<file path="src/rtl/uart_tx_fifo_if.sv">
// ============================================================================
// Module      : uart_tx_fifo_if
// Description : Bundles the uart_tx_fifo write port, UART launch port and
//               status outputs.
//               master : producer/UART side (drives in_valid, in_byte,
//                        uart_is_transmitting).
//               slave  : the FIFO (drives launch, byte and status outputs).
// Revision    : 1.0 - initial release
// ============================================================================
`default_nettype none

interface uart_tx_fifo_if #(
  parameter int ADDR_W = 4
);
  logic              in_valid;
  logic [7:0]        in_byte;
  logic              uart_transmit;
  logic [7:0]        uart_tx_byte;
  logic              uart_is_transmitting;
  logic              full;
  logic              empty;
  logic [ADDR_W:0]   level;
  logic              overflow;
  logic [7:0]        drop_count;

  modport master (
    output in_valid, in_byte, uart_is_transmitting,
    input  uart_transmit, uart_tx_byte, full, empty, level, overflow, drop_count
  );

  modport slave (
    input  in_valid, in_byte, uart_is_transmitting,
    output uart_transmit, uart_tx_byte, full, empty, level, overflow, drop_count
  );
endinterface

`default_nettype wire

</file>
<file path="src/rtl/uart_tx_fifo.sv">
// ============================================================================
// Module      : uart_tx_fifo
// Description : Byte FIFO in front of a UART transmitter. Queues write strobes
//               and launches one byte at a time, waiting for the UART busy
//               flag to rise (or a timeout) and fall before the next launch.
// Ports       : clk, rst_n (async, active-low)
//               bus (uart_tx_fifo_if.slave): in_valid/in_byte write port,
//               uart_transmit/uart_tx_byte launch, uart_is_transmitting busy,
//               full/empty/level status, sticky overflow, drop_count.
// Options     : UART_TX_FIFO_DROP_COUNT_EN - build the saturating drop counter;
//               otherwise drop_count is tied to zero.
// Revision    : 1.0 - initial release
// ============================================================================
`default_nettype none

module uart_tx_fifo #(
  parameter int DEPTH        = 16,
  parameter int ADDR_W       = 4,
  parameter int BUSY_TIMEOUT = 8
) (
  input  wire logic      clk,
  input  wire logic      rst_n,
  uart_tx_fifo_if.slave  bus
);

  localparam int c_TMR_W = $clog2(BUSY_TIMEOUT + 1);

  typedef enum logic [1:0] {
    IDLE      = 2'd0,
    WAIT_BUSY = 2'd1,
    WAIT_DONE = 2'd2
  } state_t;

  state_t              r_state;
  state_t              w_state_nxt;
  logic [7:0]          r_mem [DEPTH];
  logic [ADDR_W-1:0]   r_wr_ptr;
  logic [ADDR_W-1:0]   r_rd_ptr;
  logic [ADDR_W:0]     r_level;
  logic [ADDR_W:0]     w_level_nxt;
  logic                r_full;
  logic                r_empty;
  logic                r_overflow;
  logic                r_uart_transmit;
  logic [7:0]          r_tx_byte;
  logic [c_TMR_W-1:0]  r_timer;
  logic                w_push;
  logic                w_drop;
  logic                w_pop;

  // A write while full is dropped even if a pop frees a slot this cycle.
  assign w_push = bus.in_valid && !r_full;
  assign w_drop = bus.in_valid &&  r_full;

  always_comb begin
    w_level_nxt = r_level;
    if (w_push && !w_pop)
      w_level_nxt = r_level + (ADDR_W+1)'(1);
    else if (!w_push && w_pop)
      w_level_nxt = r_level - (ADDR_W+1)'(1);
  end

  // Storage is not reset; pointers and level define what is valid.
  always_ff @(posedge clk) begin
    if (w_push)
      r_mem[r_wr_ptr] <= bus.in_byte;
  end

  always_ff @(posedge clk or negedge rst_n) begin
    if (!rst_n) begin
      r_wr_ptr   <= '0;
      r_rd_ptr   <= '0;
      r_level    <= '0;
      r_full     <= 1'b0;
      r_empty    <= 1'b1;
      r_overflow <= 1'b0;
    end else begin
      if (w_push)
        r_wr_ptr <= r_wr_ptr + ADDR_W'(1);
      if (w_pop)
        r_rd_ptr <= r_rd_ptr + ADDR_W'(1);
      r_level <= w_level_nxt;
      r_full  <= (w_level_nxt == (ADDR_W+1)'(DEPTH));
      r_empty <= (w_level_nxt == '0);
      if (w_drop)
        r_overflow <= 1'b1;
    end
  end

  // FSM state register
  always_ff @(posedge clk or negedge rst_n) begin
    if (!rst_n)
      r_state <= IDLE;
    else
      r_state <= w_state_nxt;
  end

  // FSM next state; w_pop is the launch decision
  always_comb begin
    w_state_nxt = r_state;
    w_pop       = 1'b0;
    case (r_state)
      IDLE: begin
        if (!r_empty && !bus.uart_is_transmitting) begin
          w_pop       = 1'b1;
          w_state_nxt = WAIT_BUSY;
        end
      end
      WAIT_BUSY: begin
        // The UART never reported busy: treat the byte as sent and move on.
        if (bus.uart_is_transmitting)
          w_state_nxt = WAIT_DONE;
        else if (r_timer == c_TMR_W'(BUSY_TIMEOUT - 1))
          w_state_nxt = IDLE;
      end
      WAIT_DONE: begin
        if (!bus.uart_is_transmitting)
          w_state_nxt = IDLE;
      end
      default: w_state_nxt = IDLE;
    endcase
  end

  // Timer counts cycles spent in WAIT_BUSY; zero on the first such cycle.
  always_ff @(posedge clk or negedge rst_n) begin
    if (!rst_n)
      r_timer <= '0;
    else if (r_state != WAIT_BUSY)
      r_timer <= '0;
    else
      r_timer <= r_timer + c_TMR_W'(1);
  end

  // Launch pulse and byte are registered; the byte holds until the next pop.
  always_ff @(posedge clk or negedge rst_n) begin
    if (!rst_n) begin
      r_uart_transmit <= 1'b0;
      r_tx_byte       <= 8'd0;
    end else begin
      r_uart_transmit <= w_pop;
      if (w_pop)
        r_tx_byte <= r_mem[r_rd_ptr];
    end
  end

`ifdef UART_TX_FIFO_DROP_COUNT_EN
  logic [7:0] r_drop_count;

  always_ff @(posedge clk or negedge rst_n) begin
    if (!rst_n)
      r_drop_count <= 8'd0;
    else if (w_drop && (r_drop_count != 8'hFF))
      r_drop_count <= r_drop_count + 8'd1;
  end

  assign bus.drop_count = r_drop_count;
`else
  assign bus.drop_count = 8'd0;
`endif

  assign bus.uart_transmit = r_uart_transmit;
  assign bus.uart_tx_byte  = r_tx_byte;
  assign bus.full          = r_full;
  assign bus.empty         = r_empty;
  assign bus.level         = r_level;
  assign bus.overflow      = r_overflow;

endmodule

`default_nettype wire

</file>
<file path="src/flat_wrapper.sv">
// flat-port wrapper written by rule: the top's interface ports become plain ports
module uart_tx_fifo_flat 
#(
  parameter int DEPTH        = 16,
  parameter int ADDR_W       = 4,
  parameter int BUSY_TIMEOUT = 8
)
  (clk, rst_n, bus_in_valid, bus_in_byte, bus_uart_is_transmitting, bus_uart_transmit, bus_uart_tx_byte, bus_full, bus_empty, bus_level, bus_overflow, bus_drop_count);
  uart_tx_fifo_if #(.ADDR_W(ADDR_W)) bus_i ();
  input  wire logic clk;
  input  wire logic rst_n;
  input wire logic [$bits(bus_i.in_valid)-1:0] bus_in_valid;
  input wire logic [$bits(bus_i.in_byte)-1:0] bus_in_byte;
  input wire logic [$bits(bus_i.uart_is_transmitting)-1:0] bus_uart_is_transmitting;
  output wire logic [$bits(bus_i.uart_transmit)-1:0] bus_uart_transmit;
  output wire logic [$bits(bus_i.uart_tx_byte)-1:0] bus_uart_tx_byte;
  output wire logic [$bits(bus_i.full)-1:0] bus_full;
  output wire logic [$bits(bus_i.empty)-1:0] bus_empty;
  output wire logic [$bits(bus_i.level)-1:0] bus_level;
  output wire logic [$bits(bus_i.overflow)-1:0] bus_overflow;
  output wire logic [$bits(bus_i.drop_count)-1:0] bus_drop_count;
  assign bus_i.in_valid = bus_in_valid;
  assign bus_i.in_byte = bus_in_byte;
  assign bus_i.uart_is_transmitting = bus_uart_is_transmitting;
  assign bus_uart_transmit = bus_i.uart_transmit;
  assign bus_uart_tx_byte = bus_i.uart_tx_byte;
  assign bus_full = bus_i.full;
  assign bus_empty = bus_i.empty;
  assign bus_level = bus_i.level;
  assign bus_overflow = bus_i.overflow;
  assign bus_drop_count = bus_i.drop_count;
  uart_tx_fifo #(.DEPTH(DEPTH), .ADDR_W(ADDR_W), .BUSY_TIMEOUT(BUSY_TIMEOUT)) u_core (.clk(clk), .rst_n(rst_n), .bus(bus_i));
endmodule
</file>
<file path="config.mk">
export PLATFORM = sky130hd
export DESIGN_NAME = uart_tx_fifo_flat
export DESIGN_NICKNAME = d
export VERILOG_FILES = /design/src/rtl/uart_tx_fifo_if.sv /design/src/rtl/uart_tx_fifo.sv /design/src/flat_wrapper.sv
export SDC_FILE = /design/constraint.sdc
export NUM_CORES = 1
export LEC_CHECK = 0
export ABC_AREA = 1
export CAP_MARGIN = 10
export CORE_AREA = 2 2 133 135
export CTS_BUF_LIST = sky130_fd_sc_hd__clkbuf_8 sky130_fd_sc_hd__clkbuf_16
export DETAILED_ROUTE_END_ITERATION = 8
export DIE_AREA = 0 0 135 137
export PLACE_DENSITY_LB_ADDON = 0.12
export SLEW_MARGIN = 20
export SYNTH_ARGS = -nofsm -noshare
export SYNTH_HDL_FRONTEND = slang
export SYNTH_SLANG_ARGS = --single-unit
</file>
<file path="constraint.sdc">
create_clock -name clk -period 2 [get_ports clk]
set_input_delay 0.2 -clock clk [delete_from_list [all_inputs] [get_ports clk]]
set_output_delay 0.2 -clock clk [all_outputs]
set_load 0.05 [all_outputs]
</file>
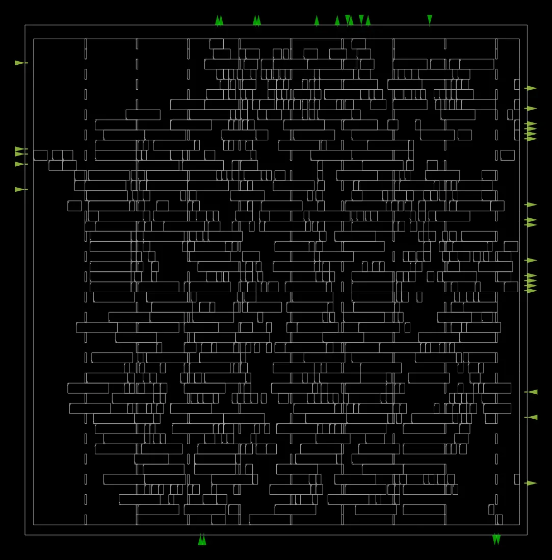
run_1/final_placement.png
registers: 159
Taps Inserted: 225
Seq/total area: 0.578
Util after Layout: 0.469

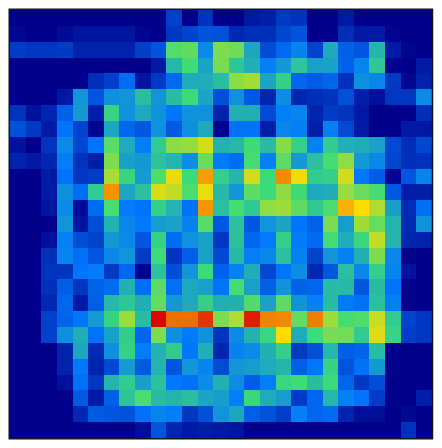
run_1/wire_density.png
The die is cut into 27 by 27 equal tiles; dark blue is low, red is high, scaled to the fullest tile. Values are wire area over tile area, all layers added.
densest ninth of the die: centre
nearly empty tiles: 20%
emptiest ninth of the die: upper left
fullest tile: 0.51

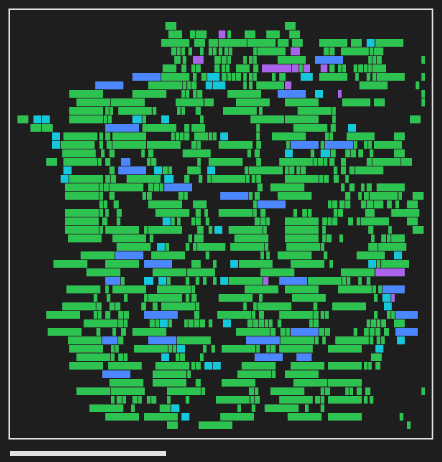
run_1/drive_strength.png
Scale bar: 50 µm.
| size | colour | cells |
|---|---|---|
| drive 2 | purple | 12 |
| drive 6 and up | blue | 27 |
| drive 3 to 4 | cyan | 42 |
| drive 1 or less | green | 585 |
Layout area overhead: 19.7%
PnR worst setup slack: 0.0556 ns

==> results.toml, run 1 <==
# physical design summary
[flow_run]
warnings = 30

[outcome]
status = "finished clean"

[setup_path]
crit_type = "flip-flop to output port"
cp_slowest_cell = "clkdlybuf4s50_1"
end_kind = "output port"
cp_num_cells = 1
worstPathArrival_ns = 1.74
startpoint_type = "flip-flop"
cp-startpoint = "u_core.bus.level[1]"
regToRegStartpoint = "u_core.r_rd_ptr[0]"
reg2regPathDepth = 8

[logic_synthesis]
postSynthCellCount = 600
ys.flops = 159
synth_stat.cells = 600
synth_area_mm2 = 0.00668
simple_gate_share = 0.221
top_area_frac = 0.575
ys_sh_mux = 0
edf_count = 128
synthTopCellsByCount = "186 x nand2_1, 128 x edfxtp_1, 107 x nand3_1"
top_cells_by_area = "edfxtp_1 58%, dfrtp_1 11%, nand2_1 10%, nand3_1 8.0%, nor2_1 2.0%"
synth_top_cell_by_count = "nand2_1"
async_reset_ff_frac = 0.195
synth_area_leader_cell = "edfxtp_1"

[clock_network]
cts.htree.levels = 4
clock_sinks = 159
insertion_delay_ns = 0.43
tritoncts = "yes"

[placement]
dp_slack_ns = 0.173
hpwl_mm = 9.95

[timing]
relSlewSlack = 0.654
tightestPinTransition_ns = 0.517
drv_slew = 0
max_freq_ghz = 0.514
hold_viol = 0

[cells_and_area]
final_cell_mix = "186 x nand2_1, 128 x edfxtp_1, 107 x nand3_1, 35 x nor2_1, 32 x buf_4"
seqCellArea_mm2 = 0.00462
final_layout_top_logic_cell = "nand2_1"
logic_gates = 392
drive_gt1_frac = 0.122
fill_cells = 1571
inv_count = 20
n_clock_buffer = 20
combGateArea_mm2 = 0.00181

[floorplan]
die_y_um = 137
std_cell_rows = 48
initial_core_util = 0.392

[route]
wire_per_inst_um = 16.5
drc = 0
via_per_inst = 4.88
dr.pass1.iters = 5

[power]
ir_worst_vdd_mv = 1.05
cellLeakagePower_uw = 0.00315

[grt]
grt_pass1_vias = 4179
grtUsageTotal = 0.173
grt_overflow = 0
run 1: report_power, final:
group,internal (µW),switching (µW)
clock,2070,1280
combinational,1420,3140
sequential,4130,317
total,7620,4740
run 1: state kept, by name, indices dropped and copies added, names as in the netlist:
name / count
u_core.bus.empty: 1
u_core.r_wr_ptr: 4
u_core.bus.full: 1
u_core.bus.overflow: 1
u_core.r_timer: 4
u_core.r_mem: 128
u_core.bus.uart_transmit: 1
u_core.r_rd_ptr: 4
u_core.bus.level: 5
u_core.bus.uart_tx_byte: 8
u_core.r_state: 2
run 1: routing by layer:
metal	part of all wire	wire (µm)	vias up	GRT usage
li1	-	-	2149	-
met1	0.45	6630	2083	0.235
met2	0.48	7060	98	0.276
met3	0.051	749	21	0.0341
met4	0.020	289	0	0.0694
met5	0	0	-	0
run_1/clock_map.png
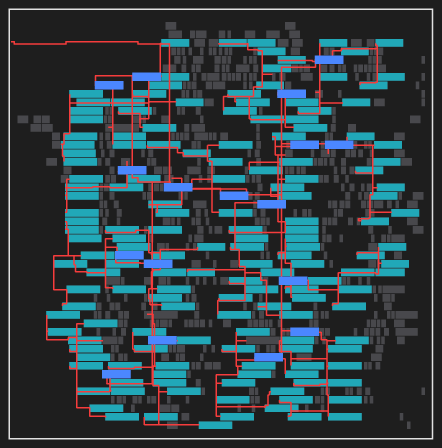

==> run 2, diff against run 1 <==
--- a/config.mk
+++ b/config.mk
@@ -7,10 +7,10 @@
 export LEC_CHECK = 0
 export ABC_AREA = 1
 export CAP_MARGIN = 10
-export CORE_AREA = 2 2 133 135
+export CORE_AREA = 2 2 110 112
 export CTS_BUF_LIST = sky130_fd_sc_hd__clkbuf_8 sky130_fd_sc_hd__clkbuf_16
 export DETAILED_ROUTE_END_ITERATION = 8
-export DIE_AREA = 0 0 135 137
+export DIE_AREA = 0 0 112 114
 export PLACE_DENSITY_LB_ADDON = 0.12
 export SLEW_MARGIN = 20
 export SYNTH_ARGS = -nofsm -noshare
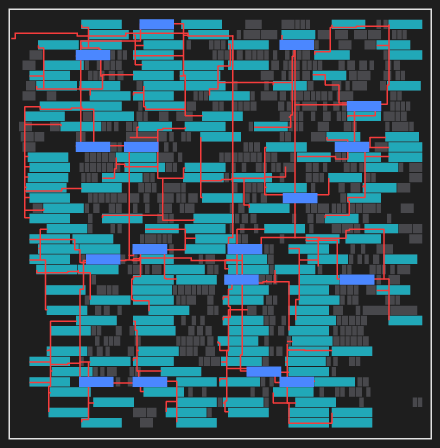
run_2/clock_map.png
[cells driving clock nets] blue | count: 17
[flip-flops] cyan | count: 159
[clock wires] red | length: 1740 µm
routed clock nets: 18
flops lie: spread over the die

==> results.toml, run 2 <==
# physical design summary
[logic_synthesis]
synth_area_mm2 = 0.00668
top_cells_by_area = "edfxtp_1 58%, dfrtp_1 11%, nand2_1 10%, nand3_1 8.0%, nor2_1 2.0%"
simple_gate_share = 0.221
synthTopCellsByCount = "186 x nand2_1, 128 x edfxtp_1, 107 x nand3_1"
edf_count = 128
top_area_frac = 0.575
synth_top_cell_by_count = "nand2_1"
synth_area_leader_cell = "edfxtp_1"
ys.flops = 159
ys_sh_mux = 0

[power]
cellLeakagePower_uw = 0.00308
p_clk_frac = 0.245
p_int_uw = 7180
seq_power_share = 0.378
pg_clk_uw = 2900
ir_worst_vdd_mv = 1.69
top_power_group = "registers"

[setup_path]
reg2regPathDepth = 5
regToRegStartpoint = "u_core.r_wr_ptr[0]"
crit_type = "flip-flop to output port"
cp_slowest_cell = "clkdlybuf4s50_1"

[cells_and_area]
inv_count = 20
area_growth_pct = 16.1
final_layout_top_logic_cell = "nand2_1"
final_cell_mix = "186 x nand2_1, 128 x edfxtp_1, 107 x nand3_1, 35 x nor2_1, 29 x dfrtp_1"
fin_util = 0.662
largest_register_ffs = 128
n_clock_buffer = 17
seq_share = 0.596
logic_gates = 392
fill_cells = 899
seqCellArea_mm2 = 0.00462

[route]
m1WireLength_mm = 6.10
dr.pass1.iters = 5
via_per_inst = 5.46
wl_met2_mm = 6.95
top_layer = "met4"
drc = 0
wire_per_inst_um = 18.0

[timing]
setup_slack_ns = 0.0442
drv_slew = 0
tightestPinTransition_ns = 0.779
relSlewSlack = 0.479
hold_viol = 0

[grt]
grt_overflow = 0
grt_util_met1 = 0.327
grt_pass1_vias = 4402
grt_busiest_layer = "met2"

[floorplan]
tap_cells = 147
initial_core_util = 0.570

[outcome]
status = "finished clean"

[placement]
dp_slack_ns = 0.169

[clock_network]
tritoncts = "yes"
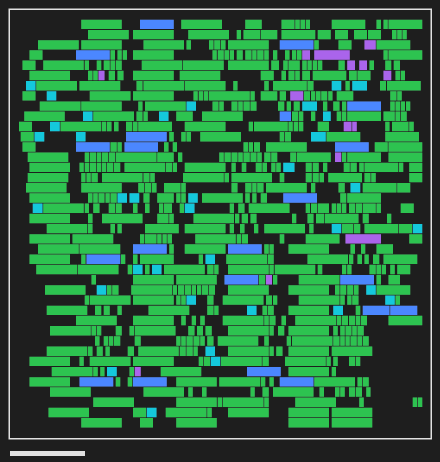
run_2/drive_strength.png
Scale bar: 20 µm.
| size | colour | cells |
|---|---|---|
| drive 3 to 4 | cyan | 35 |
| drive 2 | purple | 14 |
| drive 1 or less | green | 590 |
| drive 6 and up | blue | 21 |

run 2: cell counts after synthesis:
Identical to the previous run, type by type.
run 2: how the worst max path moves through the flow:
stage | from | end
2_1_floorplan | u_core.bus.full | u_core.r_mem[11][0]
3_3_place_gp | bus_in_valid | u_core.r_mem[0][2]
5_1_grt | u_core.bus.empty | bus_empty
6_report | u_core.bus.empty | bus_empty
4_1_cts | u_core.bus.level[0] | bus_level[0]
3_5_place_dp | bus_in_valid | u_core.r_mem[0][7]
run 2: worst reg2reg max path, stage by stage, from the launching register on:
cell and delay [ns]:
dfrtp_1 0.46, inv_1 0.20, ha_1 0.18, nand2_1 0.18
nor2_1 0.17, buf_4 0.19
run_2/registers.png
Scale bar: 20 µm. Other sequential cells in the stronger grey, the rest of the logic in the fainter grey.
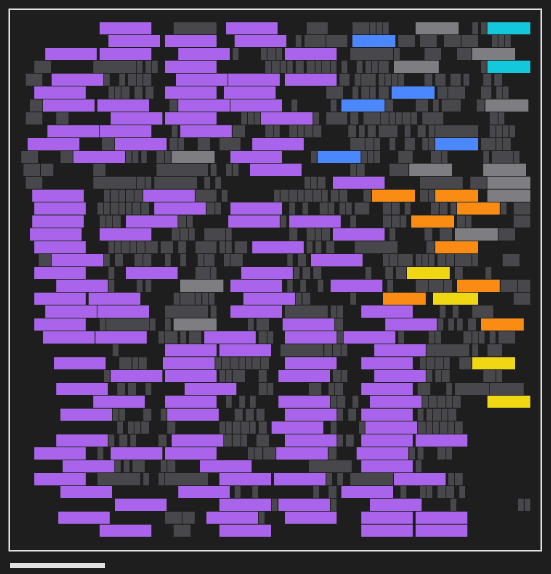

==> run 3, diff against run 2 <==
--- a/config.mk
+++ b/config.mk
@@ -7,10 +7,10 @@
 export LEC_CHECK = 0
 export ABC_AREA = 1
 export CAP_MARGIN = 10
-export CORE_AREA = 2 2 110 112
+export CORE_AREA = 2 2 90 136
 export CTS_BUF_LIST = sky130_fd_sc_hd__clkbuf_8 sky130_fd_sc_hd__clkbuf_16
 export DETAILED_ROUTE_END_ITERATION = 8
-export DIE_AREA = 0 0 112 114
+export DIE_AREA = 0 0 92 138
 export PLACE_DENSITY_LB_ADDON = 0.12
 export SLEW_MARGIN = 20
 export SYNTH_ARGS = -nofsm -noshare
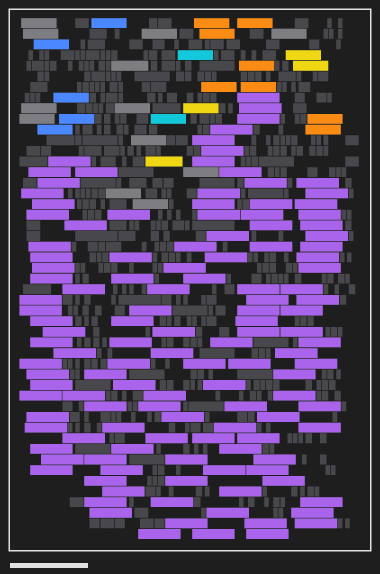
run_3/registers.png
Scale bar: 20 µm. Other sequential cells in the stronger grey, the rest of the logic in the fainter grey.
| name in the netlist | colour | placed flops |
|---|---|---|
| u_core.r_mem | purple | 128 |
| u_core.r_rd_ptr | yellow | 4 |
| u_core.bus.level | blue | 5 |
| u_core.bus.uart_tx_byte | orange | 8 |
| u_core.r_state | cyan | 2 |
Reg area: 0.00462 mm²
Util after Layout: 0.677
P_seq: 4450 µW
Seq/total area: 0.586

==> results.toml, run 3 <==
# physical design summary
[floorplan]
initial_core_util = 0.573
dieWidth_um = 92

[logic_synthesis]
edf_count = 128
synth_area_leader_cell = "edfxtp_1"
top_cells_by_area = "edfxtp_1 58%, dfrtp_1 11%, nand2_1 10%, nand3_1 8.0%, nor2_1 2.0%"
synth_top_cell_by_count = "nand2_1"
ys.flops = 159
top_area_frac = 0.575
synth_stat.cells = 600
synthTopCellsByCount = "186 x nand2_1, 128 x edfxtp_1, 107 x nand3_1"
synth_area_mm2 = 0.00668

[clock_network]
clkTransAtPathRegs_ns = 0.06
clock_sinks = 159
tritoncts = "yes"

[grt]
grt_pass1_vias = 4654
grt_busiest_layer = "met2"
grt_overflow = 0
grt_util_met3 = 0.0507
grt_util_met1 = 0.319

[cells_and_area]
largest_register_ffs = 128
final_cell_mix = "186 x nand2_1, 128 x edfxtp_1, 107 x nand3_1, 35 x nor2_1, 31 x buf_4"
final_layout_top_logic_cell = "nand2_1"
area_growth_pct = 18.1

[timing]
tightestPinTransition_ns = 0.555
relSlewSlack = 0.628
hold_viol = 0
drv_slew = 0

[power]
seq_power_share = 0.361
ir_worst_vdd_mv = 0.874
top_power_group = "combinational logic"
p_int_uw = 7480
pg_clk_uw = 3220
cellLeakagePower_uw = 0.00312
p_clk_frac = 0.261

[route]
via_per_inst = 5.58
drtIter0Drc = 465
top_layer = "met4"
wire_per_inst_um = 19.2
drc = 0
m1WireLength_mm = 6.17
wl_met2_mm = 8.32
dr.pass1.iters = 5

[outcome]
status = "finished clean"

[setup_path]
regToRegStartpoint = "u_core.r_rd_ptr[1]"
crit_type = "flip-flop to output port"
cp-endpoint = "bus_empty"
cp-startpoint = "u_core.bus.empty"
cp_slowest_cell = "clkdlybuf4s50_1"

[placement]
dp_slack_ns = 0.208
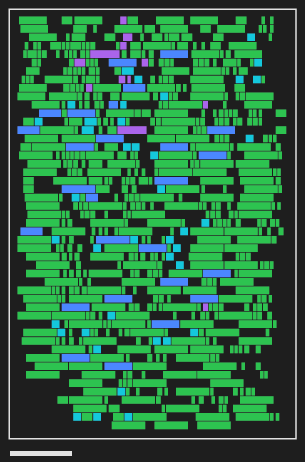
run_3/drive_strength.png
Scale bar: 20 µm.
| size | colour | cells |
|---|---|---|
| drive 1 or less | green | 588 |
| drive 6 and up | blue | 26 |
| drive 2 | purple | 12 |
| drive 3 to 4 | cyan | 40 |

==> run 3: cell count changes in the layout (fill, tap and decap cells not counted), sizes merged <==
cell           previous run  this run
buf                      30        35
bufinv                    1         3
clkdlybuf4s50            25        27
clkinv                   13         6
clkinvlp                  2         5
dlymetal6s2s              3         1
inv                      18        21
==> run 3: cell families after synthesis <==
group	Yosys count	synth area share
simple gates	343	0.221
other cells	1	0.000561
xor+xnor	8	0.0105
compound gates	25	0.0193
buf+inv	56	0.0420
fa+ha+maj	8	0.0150
flops	159	0.692
==> run 3: final cells by class <==
cell class / count / area, µm²
timing repair buffer: 63 / 596
inverter: 20 / 77.6
sequential: 159 / 4620
multi-input combinational: 392 / 1810
clock inverter: 15 / 169
clock buffer: 17 / 425
tap: 153 / 191
fill: 867 / 3760
Power figures rest on the tool's default switching activity, not on a simulated workload.
